### config.mk
export PLATFORM = sky130hd
export DESIGN_NAME = fetch_stage
export DESIGN_NICKNAME = d
export VERILOG_FILES = /design/src/rtl/mips_pkg.sv /design/src/rtl/fetch_stage_if_id_reg.sv /design/src/rtl/fetch_stage.sv
export SDC_FILE = /design/constraint.sdc
export NUM_CORES = 1
export LEC_CHECK = 0
export CAP_MARGIN = 10
export CORE_MARGIN = 4
export CORE_UTILIZATION = 42
export CTS_CLUSTER_DIAMETER = 120
export DETAILED_ROUTE_END_ITERATION = 10
export PLACE_DENSITY = 0.82
export SETUP_SLACK_MARGIN = 0.5
export SYNTH_ARGS = -nofsm -noshare
export SYNTH_HDL_FRONTEND = slang
export SYNTH_SLANG_ARGS = --single-unit
### constraint.sdc
create_clock -name clk -period 2.3 [get_ports clk]
set_input_delay 0.345 -clock clk [delete_from_list [all_inputs] [get_ports clk]]
set_output_delay 0.345 -clock clk [all_outputs]
set_load 0.05 [all_outputs]
### src/rtl/mips_pkg.sv
// Shared MIPS pipeline definitions: opcodes, reset defaults, next-PC select
// encoding and small address helpers.
package mips_pkg;

    localparam logic [5:0]  OP_J             = 6'b000010;
    localparam logic [31:0] NOP_INSTR        = 32'h0000_0000;
    localparam logic [31:0] DEFAULT_RESET_PC = 32'h0000_0000;

    typedef enum logic [2:0] {
        SEQ        = 3'd0,
        BRANCH     = 3'd1,
        JUMP       = 3'd2,
        HOLD       = 3'd3,
        EARLY_JUMP = 3'd4
    } next_pc_sel_t;

    // Targets are word addresses; the two low bits are never honoured.
    function automatic logic [31:0] word_align(input logic [31:0] addr);
        return {addr[31:2], 2'b00};
    endfunction

    function automatic logic [31:0] j_target(input logic [31:0] pc4,
                                             input logic [31:0] instr);
        return {pc4[31:28], instr[25:0], 2'b00};
    endfunction

endpackage

### src/rtl/fetch_stage_if_id_reg.sv
// IF/ID pipeline register with load, hold and bubble controls.
// Bubble has priority over load; neither asserted holds the contents.
module if_id_reg
    import mips_pkg::*;
(
    input  logic        clk,
    input  logic        rst_n,
    input  logic        load,
    input  logic        bubble,
    input  logic [31:0] fetched_instr,
    input  logic [31:0] fetched_pc4,
    output logic [31:0] instr,
    output logic [31:0] pc4,
    output logic        valid
);

    logic [31:0] instr_r;
    logic [31:0] pc4_r;
    logic        valid_r;

    // IF/ID storage: reset, bubble insertion, load or hold.
    always_ff @(posedge clk or negedge rst_n) begin
        if (!rst_n) begin
            instr_r <= NOP_INSTR;
            pc4_r   <= 32'h0000_0000;
            valid_r <= 1'b0;
        end else if (bubble) begin
            instr_r <= NOP_INSTR;
            pc4_r   <= 32'h0000_0000;
            valid_r <= 1'b0;
        end else if (load) begin
            instr_r <= fetched_instr;
            pc4_r   <= fetched_pc4;
            valid_r <= 1'b1;
        end else begin
            instr_r <= instr_r;
            pc4_r   <= pc4_r;
            valid_r <= valid_r;
        end
    end

    assign instr = instr_r;
    assign pc4   = pc4_r;
    assign valid = valid_r;

endmodule

### src/rtl/fetch_stage.sv
// MIPS instruction-fetch stage: PC, next-PC selection, halt detect and IF/ID.
// Optional macro FETCH_JUMP_EARLY_EN enables zero-bubble j predecode in IF.
module fetch_stage
    import mips_pkg::*;
#(
    parameter logic [31:0] RESET_PC   = DEFAULT_RESET_PC,
    parameter int          IMEM_WORDS = 128
) (
    input  logic        clk,
    input  logic        rst_n,
    input  logic        stall,
    input  logic        branch_taken,
    input  logic [31:0] branch_target,
    input  logic        jump_taken,
    input  logic [31:0] jump_target,
    output logic [31:0] imem_addr,
    input  logic [31:0] imem_instr,
    output logic [31:0] pc,
    output logic [31:0] ifid_instr,
    output logic [31:0] ifid_pc4,
    output logic        ifid_valid,
    output logic        halted,
    output logic [31:0] fetch_count
);

    localparam logic [31:0] PC_LIMIT = 32'(IMEM_WORDS * 4);

    logic [31:0]  pc_r;
    logic [31:0]  fetch_count_r;
    logic [31:0]  pc4_s;
    logic [31:0]  next_pc_s;
    logic         halted_s;
    logic         redirect_s;
    logic         early_jump_s;
    logic         ifid_load_s;
    logic         ifid_bubble_s;
    next_pc_sel_t sel_s;

    // Halt detect, redirect summary and optional j predecode.
    always_comb begin
        pc4_s        = pc_r + 32'd4;
        halted_s     = (pc_r >= PC_LIMIT);
        redirect_s   = branch_taken | jump_taken;
        early_jump_s = 1'b0;
`ifdef FETCH_JUMP_EARLY_EN
        if (!redirect_s && !stall && !halted_s && (imem_instr[31:26] == OP_J)) begin
            early_jump_s = 1'b1;
        end else begin
            early_jump_s = 1'b0;
        end
`endif
    end

    // Next-PC source priority; a redirect beats a simultaneous stall.
    always_comb begin
        sel_s = SEQ;
        if (branch_taken) begin
            sel_s = BRANCH;
        end else if (jump_taken) begin
            sel_s = JUMP;
        end else if (stall || halted_s) begin
            sel_s = HOLD;
        end else if (early_jump_s) begin
            sel_s = EARLY_JUMP;
        end else begin
            sel_s = SEQ;
        end
    end

    // Next-PC mux.
    always_comb begin
        next_pc_s = pc4_s;
        case (sel_s)
            BRANCH:     next_pc_s = word_align(branch_target);
            JUMP:       next_pc_s = word_align(jump_target);
            HOLD:       next_pc_s = pc_r;
            EARLY_JUMP: next_pc_s = j_target(pc4_s, imem_instr);
            SEQ:        next_pc_s = pc4_s;
            default:    next_pc_s = pc4_s;
        endcase
    end

    // A stalled halt keeps IF/ID frozen rather than bubbling it.
    always_comb begin
        ifid_bubble_s = redirect_s | (~stall & halted_s);
        ifid_load_s   = ~redirect_s & ~stall & ~halted_s;
    end

    // Program counter register.
    always_ff @(posedge clk or negedge rst_n) begin
        if (!rst_n) begin
            pc_r <= RESET_PC;
        end else begin
            pc_r <= next_pc_s;
        end
    end

    // Count of valid instructions entering IF/ID.
    always_ff @(posedge clk or negedge rst_n) begin
        if (!rst_n) begin
            fetch_count_r <= 32'h0000_0000;
        end else if (ifid_load_s) begin
            fetch_count_r <= fetch_count_r + 32'd1;
        end else begin
            fetch_count_r <= fetch_count_r;
        end
    end

    if_id_reg u_if_id_reg (
        .clk           (clk),
        .rst_n         (rst_n),
        .load          (ifid_load_s),
        .bubble        (ifid_bubble_s),
        .fetched_instr (imem_instr),
        .fetched_pc4   (pc4_s),
        .instr         (ifid_instr),
        .pc4           (ifid_pc4),
        .valid         (ifid_valid)
    );

    assign pc          = pc_r;
    assign imem_addr   = pc_r;
    assign halted      = halted_s;
    assign fetch_count = fetch_count_r;

endmodule
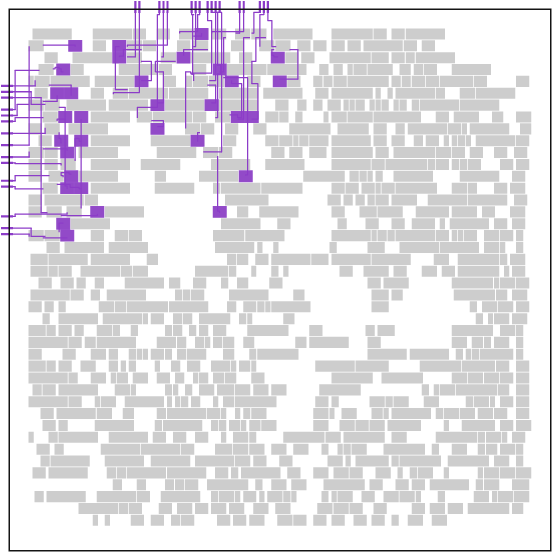
**Above:** run 1 (nets reached from selected ports).
[imem_instr] purple | direction: input | end cells: 32 | buffers: 32 | wire: 776 um

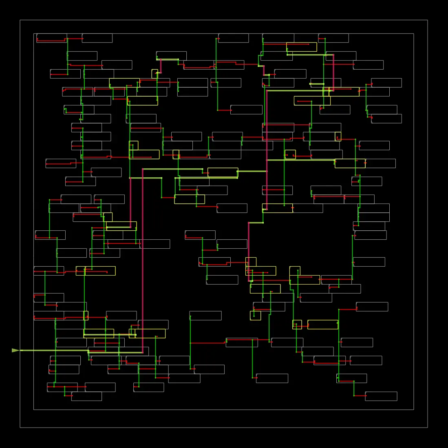
**Above:** run 1 (clock wiring as the flow saved it).
TritonCTS buffer count: 17
clock skew: 0.0105 ns
clk pwr: 2.47 mW
clk_lat worst skew: 0.41 ns

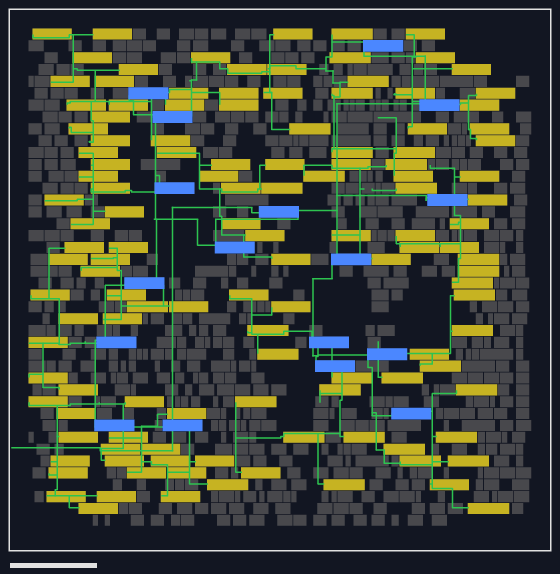
**Above:** run 1 (routed clock nets over the placement).
Bar = 20 um.
[flip-flops] yellow | count: 126
[cells driving clock nets] blue | count: 17
[clock wires] green | length: 1590 um
routed clock nets: 18
clock share of power: 42.3%

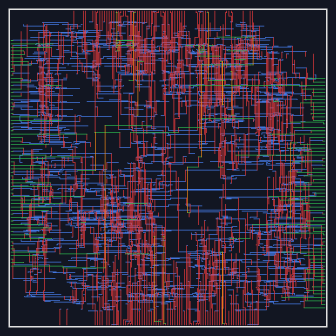
**Above:** run 1 (wiring by layer).
[met2] red | wire length: 8790 um
[met4] orange | wire length: 388 um
[met3] green | wire length: 1370 um
[met1] blue | wire length: 6800 um

==> flow_summary.json, run 1 <==
{
  "logic_family": "simple AND/OR/NAND/NOR gates",
  "setup_tns_ns": 0,
  "via_count": 4887,
  "top_cell": "dfrtp_1",
  "wirelength_um": 17300,
  "grtUsageMet1_pct": 26.5,
  "grt_overflow": 0,
  "drcViolationCount": 0,
  "power-top-group": "clock",
  "placed_area_sq_um": 8350,
  "r2r_start": "imem_addr[14]",
  "synth_top_cell_by_area": "dfrtp_1",
  "clockBufferDepth": 2,
  "grt_pass1_wl_um": 26400,
  "layout_top_cell": "dlygate4sd2_1",
  "drt-pass1-iter-count": 5,
  "fin_total_pwr_mw": 5.85,
  "whs_ns": 0.308,
  "dp_slack_ns": -0.0909,
  "cts.sinks": 126,
  "met3_length_um": 1370,
  "via_per_inst": 5.17,
  "ys_chip_area_sq_um": 5630,
  "switchingPower_mw": 1.73,
  "gr-usage-met2_pct": 37.2,
  "synth-edff-count": 0,
  "p_comb_mw": 1.00,
  "clock_area_share_pct": 6.10,
  "comb_cells": 313,
  "post_cts_resized": 195,
  "status": "completed",
  "layout-drive-gt1-share_pct": 20.3,
  "ff_latch_area_sq_um": 3200,
  "pg_seq_mw": 2.37,
  "largest_cell_class": "sequential cells",
  "io_pins": 263,
  "critical_path_class": "reg -> reg",
  "powerDensity_nw_per_um2": 650,
  "yosysWarnings": 0,
  "highest_layer": "met4",
  "wl_per_cell_um": 18.3,
  "p_leak_nw": 4.67,
  "path_buffers": 2,
  "layout_top_cells": "132 x dlygate4sd2_1, 93 x clkdlybuf4s50_1, 92 x dfrtp_1",
  "common_cells": "126 x dfrtp_1, 46 x nand2_1, 35 x buf_4",
  "path_depth": 7,
  "postLayoutCellArea_sq_um": 9000,
  "slew_viol_final": 0,
  "syn_area_sq_um": 5630,
  "inv_count": 12,
  "cts_setup_buffers": 9,
  "seqPwrFrac_pct": 40.5,
  "flop_cell": "dfrtp_1",
  "die_w_um": 124,
  "synth.distinct_cells": 44,
  "gp_congestion": 0.858,
  "synthAoiAreaFrac_pct": 10.7,
  "vdd_drop_max_v": 0.000399,
  "final.fill_count": 1028,
  "finalCritPeriodShare_pct": 96.0,
  "grt_pass1_vias": 5110,
  "rsz0062_at_grt": "yes",
  "internal_power_mw": 4.11,
  "drt-initial-drc-count": 281,
  "crit_fanout": 5,
  "core_area_sq_um": 13200,
  "setup_violations": 0,
  "rr_worst_depth": 7,
  "r2r_end": "fetch_count[24]",
  "std_cell_rows": 42,
  "numPortBuffers": 254,
  "nClkBuffers": 18,
  "htreeDepth": 4,
  "numSynthFlops": 126,
  "top_area_share_pct": 56.0,
  "cts_tree": "done",
  "die-area_sq_um": 15300,
  "dp_hpwl_um": 12200,
  "tightest_slew_ns": 0.586,
  "hold_buffers": 1,
  "diodes": 0,
  "path_clk_slew_ns": 0.06,
  "max-cap-violations": 0,
  "ys_seq_share_pct": 56.0,
  "critPathCapture": "fetch_count[24]",
  "place_inst": 897,
  "worstPathArrival_ns": 2.53,
  "finish.utilization_pct": 68.2,
  "post-route-min-period_ns": 2.21,
  "flops": 126
}
## Run 2: what changed since run 1
==> constraint.sdc (replaced) <==
create_clock -name clk -period 2.32 [get_ports clk]
set_input_delay 0.348 -clock clk [delete_from_list [all_inputs] [get_ports clk]]
set_output_delay 0.348 -clock clk [all_outputs]
set_load 0.05 [all_outputs]
==> flow_summary.json, run 2 <==
{
  "cts_setup_buffers": 11,
  "top_cell": "dfrtp_1",
  "rr_worst_depth": 7,
  "powerDensity_nw_per_um2": 657,
  "clockBufferDepth": 2,
  "numPortBuffers": 254,
  "switchingPower_mw": 1.75,
  "gr-usage-met2_pct": 38.8,
  "synth-edff-count": 0,
  "postLayoutCellArea_sq_um": 9310,
  "status": "completed",
  "nClkBuffers": 19,
  "htreeDepth": 4,
  "synth.distinct_cells": 44,
  "top_area_share_pct": 56.0,
  "grt_pass1_vias": 5156,
  "p_comb_mw": 1.02,
  "pg_seq_mw": 2.35,
  "common_cells": "126 x dfrtp_1, 46 x nand2_1, 35 x buf_4",
  "yosysWarnings": 0,
  "die_w_um": 124,
  "largest_cell_class": "sequential cells",
  "diodes": 0,
  "layout_top_cell": "dlygate4sd2_1",
  "internal_power_mw": 4.37,
  "seqPwrFrac_pct": 38.4,
  "io_pins": 263,
  "cts_tree": "done",
  "grtUsageMet1_pct": 27.9,
  "r2r_end": "fetch_count[28]",
  "setup_tns_ns": 0,
  "inv_count": 12,
  "flop_cell": "dfrtp_1",
  "via_per_inst": 5.17,
  "path_buffers": 2,
  "drt-initial-drc-count": 250,
  "post-route-min-period_ns": 2.11,
  "dp_hpwl_um": 12100,
  "highest_layer": "met4",
  "path_depth": 7,
  "die-area_sq_um": 15300,
  "insertion_delay_ns": 0.41,
  "syn_area_sq_um": 5630,
  "clock_area_share_pct": 6.61,
  "ff_latch_area_sq_um": 3200,
  "numSynthFlops": 126,
  "grt_pass1_wl_um": 27000,
  "numCtsBuffers": 17,
  "synthAoiAreaFrac_pct": 10.7,
  "rsz0062_at_grt": "yes",
  "p_leak_nw": 4.83,
  "max-cap-violations": 0,
  "comb_cells": 313,
  "ys_seq_share_pct": 56.0,
  "layout_top_cells": "138 x dlygate4sd2_1, 93 x clkdlybuf4s50_1, 92 x dfrtp_1",
  "worstPathArrival_ns": 2.45,
  "drcViolationCount": 0,
  "core_area_sq_um": 13200,
  "fin_total_pwr_mw": 6.12,
  "power-top-group": "clock",
  "finish.utilization_pct": 70.6,
  "grt_overflow": 0,
  "final.fill_count": 986,
  "logic_family": "simple AND/OR/NAND/NOR gates",
  "layout-drive-gt1-share_pct": 22.0,
  "slew_viol_final": 0,
  "wirelength_um": 17900,
  "whs_ns": 0.405
}
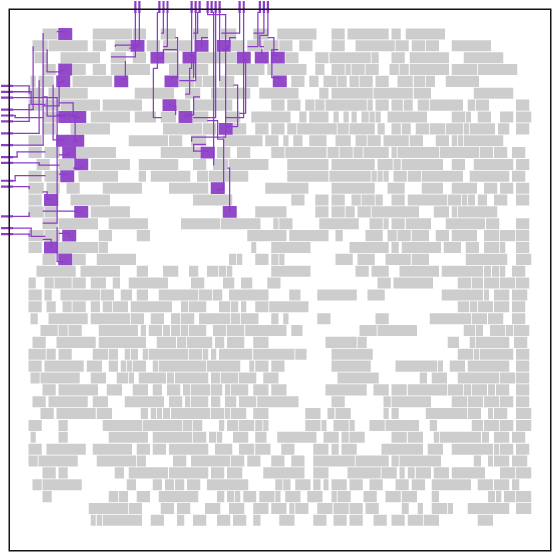
**Above:** run 2 (nets reached from selected ports).
[imem_instr] purple | direction: input | end cells: 32 | buffers: 32 | wire: 742 um

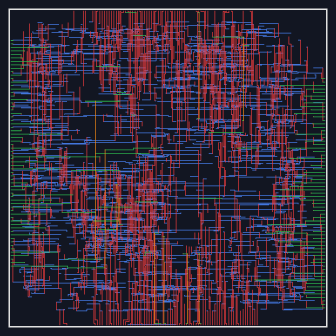
**Above:** run 2 (wiring by layer).
[met4] orange | wire length: 334 um
[met2] red | wire length: 9160 um
[met1] blue | wire length: 7180 um
[met3] green | wire length: 1210 um
Total GRT Usage: 23.1%
Routed wire per std cell: 18.7 um
vias: 4937

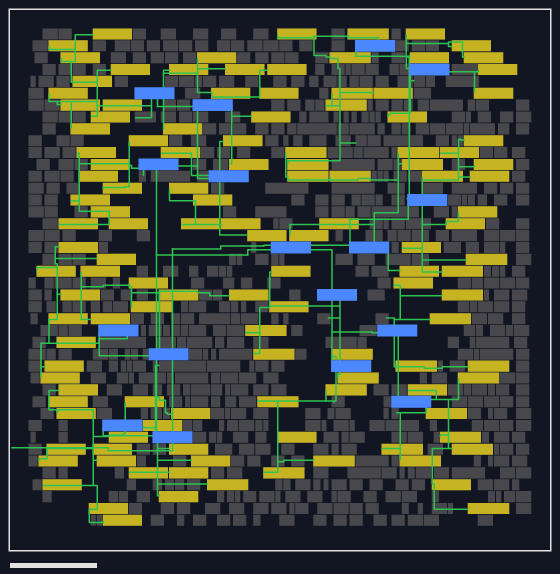
**Above:** run 2 (routed clock nets over the placement).
Bar = 20 um.
[cells driving clock nets] blue | count: 17
[flip-flops] yellow | count: 126
[clock wires] green | length: 1700 um
routed clock nets: 18
clock skew: 0.00705 ns
clock share of power: 44.9%

## Run 3: what changed since run 2
--- a/config.mk
+++ b/config.mk
@@ -10,8 +10,10 @@
 export CORE_UTILIZATION = 42
 export CTS_CLUSTER_DIAMETER = 120
 export DETAILED_ROUTE_END_ITERATION = 10
+export GPL_TIMING_DRIVEN = 0
 export PLACE_DENSITY = 0.82
 export SETUP_SLACK_MARGIN = 0.5
+export SKIP_CTS_REPAIR_TIMING = 1
 export SYNTH_ARGS = -nofsm -noshare
 export SYNTH_HDL_FRONTEND = slang
 export SYNTH_SLANG_ARGS = --single-unit
==> flow_summary.json, run 3 <==
{
  "status": "completed",
  "cts_tree": "done",
  "grt_pass1_vias": 5161,
  "via_per_inst": 5.18,
  "grt_overflow": 0,
  "layout_top_cells": "152 x dlymetal6s2s_1, 93 x clkdlybuf4s50_1, 92 x dfrtp_1",
  "grtUsageMet1_pct": 28.4,
  "grt_use_met3_pct": 6.95,
  "r2r_start": "imem_addr[27]",
  "post-route-min-period_ns": 2.25,
  "gr-usage-met2_pct": 38.7,
  "grt_usage_pct": 23.1,
  "switchingPower_mw": 1.73,
  "r2r_end": "fetch_count[29]",
  "synthAoiAreaFrac_pct": 10.7,
  "place_inst": 942,
  "std_cell_rows": 42,
  "top_cell": "dfrtp_1",
  "slew_viol_final": 0,
  "crit_path_end_kind": "output pin",
  "top_area_share_pct": 56.0,
  "whs_ns": 0.425,
  "power-top-group": "clock",
  "dp_hpwl_um": 13200,
  "fin_total_pwr_mw": 6.33,
  "core_area_sq_um": 13200,
  "synth-edff-count": 0,
  "dp_slack_ns": -0.518,
  "critPathCapture": "halted",
  "htreeDepth": 4,
  "wl_met2_um": 10100,
  "vdd_drop_max_v": 0.000424,
  "diodes": 0,
  "critical_path_class": "reg -> out",
  "synth.distinct_cells": 44,
  "ys_chip_area_sq_um": 5630,
  "setup_violations": 0,
  "die_h_um": 124,
  "max-cap-violations": 0,
  "synth_top_cell_by_area": "dfrtp_1",
  "flop_cell": "dfrtp_1",
  "setup_tns_ns": 0,
  "die_w_um": 124,
  "finalCritPeriodShare_pct": 96.8,
  "rsz0062_at_grt": "yes",
  "worstPathArrival_ns": 1.90,
  "path_depth": 6,
  "numSynthFlops": 126,
  "cp-start-kind": "flop",
  "seqPwrFrac_pct": 37.2,
  "powerDensity_nw_per_um2": 620,
  "die-area_sq_um": 15300,
  "via_count": 5179,
  "buf_share_pct": 36.2,
  "final-comb-area_sq_um": 2430,
  "yosys.area_share.xor_xnor_pct": 5.75,
  "internal_power_mw": 4.60,
  "wl_per_cell_um": 19.5,
  "common_cells": "126 x dfrtp_1, 46 x nand2_1, 35 x buf_4",
  "met3_length_um": 1490,
  "ys_seq_share_pct": 56.0,
  "clock_area_share_pct": 6.18,
  "drt-initial-drc-count": 366,
  "yosysWarnings": 0,
  "placed_area_sq_um": 8580,
  "rr_worst_depth": 7,
  "pwr-share-clk_pct": 45.0,
  "postLayoutCellArea_sq_um": 10200,
  "fmax_mhz": 445,
  "met1Wirelength_um": 7540,
  "crit_fanout": 5,
  "io_pins": 263,
  "seq_share_pct": 31.3,
  "pg_seq_mw": 2.36,
  "numPortBuffers": 252,
  "p_leak_nw": 6.97,
  "comb_cells": 313,
  "clockBufferDepth": 2,
  "inv_count": 12,
  "logic_family": "simple AND/OR/NAND/NOR gates",
  "hold_class": "in -> async",
  "wirelength_um": 19500,
  "crit_chain": "nor4_4 -> nand4_4 -> buf_12 -> nor2_4 -> inv_2 -> buf_8",
  "final.fill_count": 778,
  "buffers": 342,
  "ff_latch_area_sq_um": 3200,
  "cp.required_ns": 1.97,
  "path_clk_slew_ns": 0.06,
  "warnings": 34,
  "largest_cell_class": "buffers",
  "layout-drive-gt1-share_pct": 23.3,
  "yosysCellCount": 510,
  "grt_pass1_wl_um": 27300,
  "p_comb_mw": 1.13,
  "highest_layer": "met4",
  "path_buffers": 3,
  "numCtsBuffers": 17,
  "fp_util_pct": 42.7,
  "drt-pass1-iter-count": 4,
  "cts-root-buf": "clkbuf_16",
  "tightest_slew_ns": 0.789,
  "r2r_slack_ns": 0.10,
  "drcViolationCount": 0,
  "syn_area_sq_um": 5630,
  "gp_congestion": 0.847,
  "insertion_delay_ns": 0.41,
  "finish.utilization_pct": 77.5
}
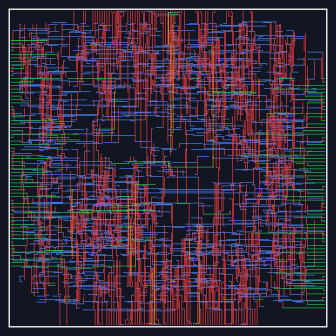
**Above:** run 3 (wiring by layer).
[met3] green | wire length: 1490 um
[met4] orange | wire length: 377 um
[met1] blue | wire length: 7540 um
[met2] red | wire length: 10100 um

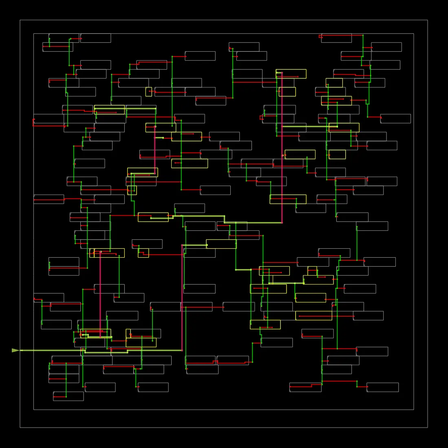
**Above:** run 3 (clock wiring as the flow saved it).
Flops: 126
clock skew: 0.0102 ns
layout clock buffer count: 22
CTS Sinks: 126
clk pwr: 2.85 mW

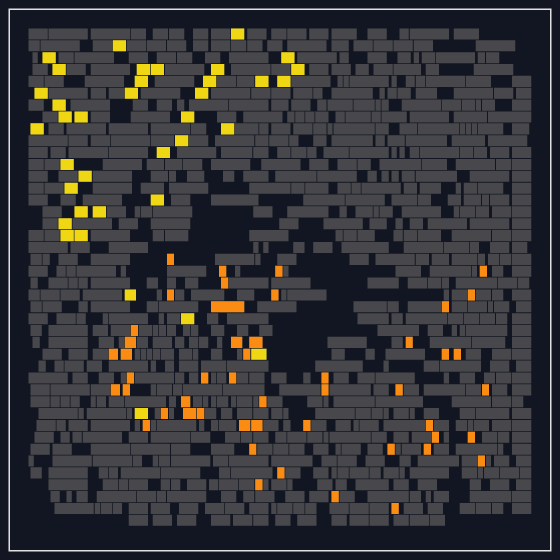
**Above:** run 3 (selected gate families).
[AND-OR and OR-AND gates] yellow | cells: 37 | most used: a22o_1
[inverting AOI/OAI gates] orange | cells: 49 | most used: o21ai_0
Comb area share: 23.8%
Post-Layout Cell Count: 1000
Commonest Layout Cell: dlymetal6s2s_1

Power figures rest on the tool's default switching activity, not on a simulated workload.
